==> config.mk <==
export PLATFORM = sky130hd
export DESIGN_NAME = rx_packet_ctrl_flat
export DESIGN_NICKNAME = d
export VERILOG_FILES = /design/src/rtl/usb_pkg.sv /design/src/rtl/rx_packet_ctrl_if.sv /design/src/rtl/rx_deser.sv /design/src/rtl/rx_packet_ctrl.sv /design/src/flat_wrapper.sv
export SDC_FILE = /design/constraint.sdc
export NUM_CORES = 1
export LEC_CHECK = 0
export ABC_AREA = 1
export CELL_PAD_IN_SITES_DETAIL_PLACEMENT = 0
export CELL_PAD_IN_SITES_GLOBAL_PLACEMENT = 1
export CORE_AREA = 2 2 132 134
export DETAILED_ROUTE_END_ITERATION = 10
export DIE_AREA = 0 0 134 136
export PLACE_DENSITY_LB_ADDON = 0.2
export SLEW_MARGIN = 25
export SYNTH_ARGS = -nofsm -noshare
export SYNTH_HDL_FRONTEND = slang
export SYNTH_SLANG_ARGS = --single-unit
==> constraint.sdc <==
create_clock -name clock -period 1.84 [get_ports clock]
set_input_delay 0.552 -clock clock [delete_from_list [all_inputs] [get_ports clock]]
set_output_delay 0.552 -clock clock [all_outputs]
set_load 0.005 [all_outputs]
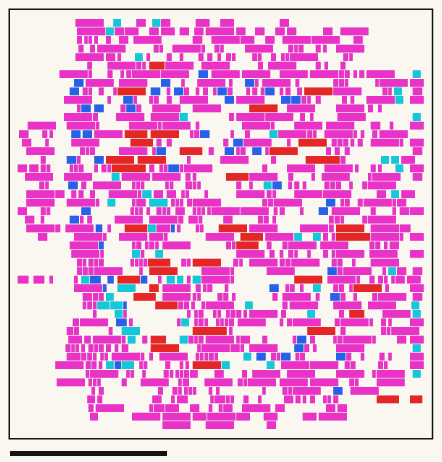
Fig. 1. Drive-strength map.
The bar under the picture is 50 µm long.
| size | color | cells | share |
|---|---|---|---|
| drive 3 to 4 | cyan | 50 | 5.7% |
| drive 2 | blue | 51 | 5.8% |
| drive 6 and up | red | 38 | 4.3% |
| drive 1 or less | magenta | 735 | 84% |
Area Growth Syn to Fin: 29.20%
Finished Cell Area: 0.009135 mm²

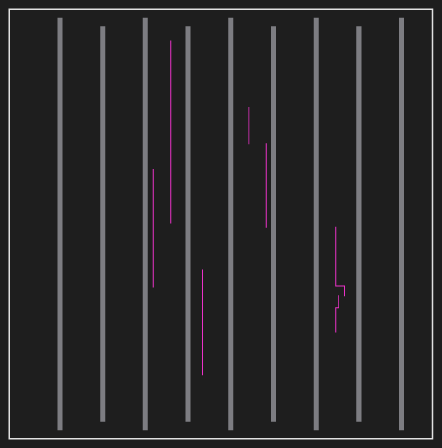
Fig. 2. Metal 4.
Supply wires on this layer in gray.
main direction: vertical
wire length on this layer: 204 µm
nets with wire on the layer: 4
longest straight run: 57.8 µm
share of all routed wire: 1.3%
DR vias: 5405
final wirelength: 15.50 mm

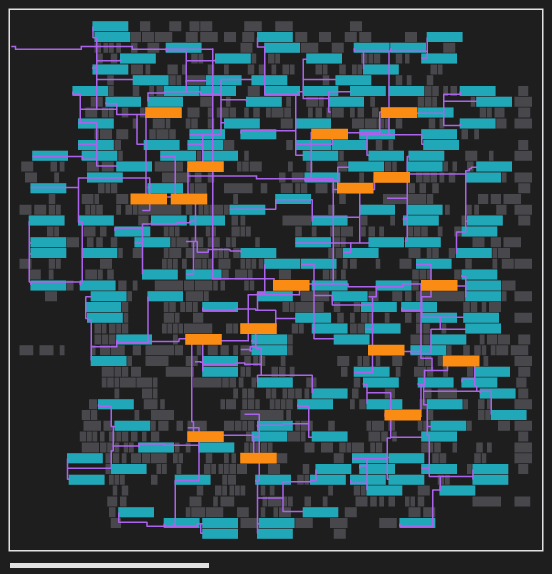
Fig. 3. Clock network drawn from the DEF.
The bar under the picture is 50 µm long.
[clock wires] purple | length: 2020 µm
[flip-flops] cyan | count: 167
[cells driving clock nets] orange | count: 17
routed clock nets: 18
flops lie: spread over the die
Clk network pwr share: 30.1%
Late-Pin Clk Latency: 0.42 ns
Setup Skew: 0.009196 ns
Power Clock: 3840 µW

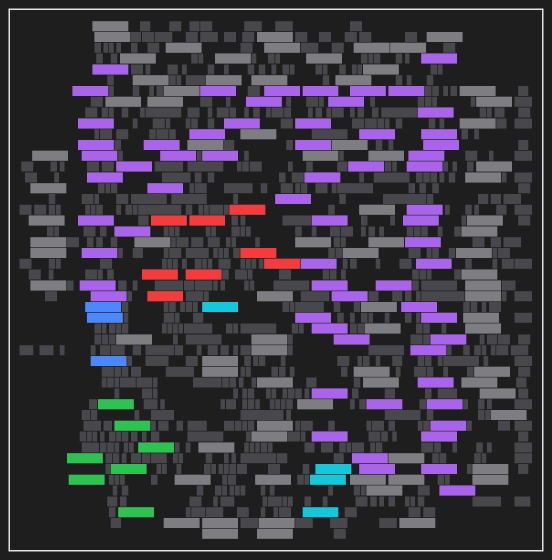
Fig. 4. Register map, names as in the netlist.
Other sequential cells in the stronger gray, the rest of the logic in the fainter gray.
| signal | color | placed flops |
|---|---|---|
| u_core.bus.rx_pid | cyan | 4 |
| u_core.u_deser.o_data_sr | purple | 64 |
| u_core.u_deser.o_bit_cnt | green | 7 |
| u_core.r_state | blue | 3 |
| u_core.r_tmo_cnt | red | 8 |
register area: 0.004179 mm²
Seq area share: 45.75%

==> flow_metrics.tcl <==
# implementation run metrics
set metrics [dict create \
    fp.dieW_um 134 \
    crit_type "reg -> out" \
    reg2reg_depth 10 \
    comb_power_share_pct 30.8 \
    timing.hold.ws_ns 0.06656 \
    ys_sh_adder_pct 0.7078 \
    use_met1_pct 24.94 \
    viasPerCell 4.918 \
    fin_nets 872 \
    met3WireLength_um 544 \
    antennaDiodeCount 0 \
    worst-endpoint-arrival_ns 1.26 \
    highest_layer "met4" \
    grt_pass1_vias 5381 \
    seq_power_uw 4980 \
    fp_util_pct 41.90 \
    lay_top_count "dfrtp_1" \
    overflow 0 \
    first_pass_iters 5 \
    final-hold-violation-count 0 \
    place.gp.congestion 0.7940 \
    end_kind "primary output" \
    htreeDepth 4 \
    seq_power_share_pct 39.1 \
    maxCapViolCount 0 \
    path_max_fanout 2 \
    rows 48 \
    placed_area_mm2 0.008314 \
    grt-busiest-layer "met2" \
    dp_hpwl_mm 10.47 \
    maxPowerGroup "registers" \
    syn-cell-area_mm2 0.007071 \
    muxShareOfSynthArea_pct 0 \
    ios 82 \
    drc 0 \
    postSynthSeqShare_pct 59.10 \
    yosys.area_share.simple_pct 16.46 \
    status "completed" \
    crit_cells 1 \
    swShare_pct 31.76 \
    wl_met1_mm 7.355 \
    syn-num-nets 756 \
    grt_max_degree 71 \
    gr-usage-met3_pct 4.176 \
    cts_hold_buf 0 \
    die_h_um 136 \
    power.internal_uw 8699 \
    tritoncts "built" \
    post-route-period-util_pct 98.42 \
    netlist_instances 745 \
    ys_types 33 \
    logic_area_mm2 0.002307 \
    cpPeakStageDelay_ns 0.50 \
    slew_headroom_pct 68.83 \
    combinationalPower_uw 3930 \
    top_logic_kind "simple AND/OR/NAND/NOR gates" \
    cts_buffers 17 \
    drt-initial-drc-count 239 \
    wl_per_cell_um 14.10 \
    yosysTopAreaCellShare_pct 59.10 \
    cp_top_family "buffers and inverters" \
    tns_ns 0 \
    p_per_area_mw_per_mm2 1395 \
    syn-mean-instance-area_um2 9.491 \
    clk_path_buf_depth 2 \
    setup_ws_ns 0.02905 \
    finish.utilization_pct 54.13 \
    ys_cells 745 \
    final_cells 1099 \
]
## synth_stat cells
cell type	count
clkinv_2	1
xor2_1	5
nor2_2	1
dfrtp_1	167
clkbuf_1	8
o21ai_2	40
nand3_2	2
o21ai_0	92
ha_1	4
a21oi_1	10
buf_4	7
inv_2	3
nor2_1	26
a21oi_4	1
buf_6	6
nand2_2	1
buf_2	11
nand4_1	4
clkbuf_4	2
nor3b_1	2
nand2_4	3
nand3_1	79
o2111ai_1	1
o211ai_1	1
xnor2_1	2
o21ai_1	22
nand2_1	142
o22ai_1	1
inv_1	97
a31oi_1	1
nor3_1	1
nor3_2	1
nor3_4	1
## area by class of cell
cell class	instances	area share, %
flip-flops and latches	167	45.75
clock buffers	22	5.191
well taps	225	3.082
repair buffers	131	14.70
inverters	101	4.191
multi-input cells	443	25.26
clock inverters	10	1.835
Power figures rest on the tool's default switching activity, not on a simulated workload.
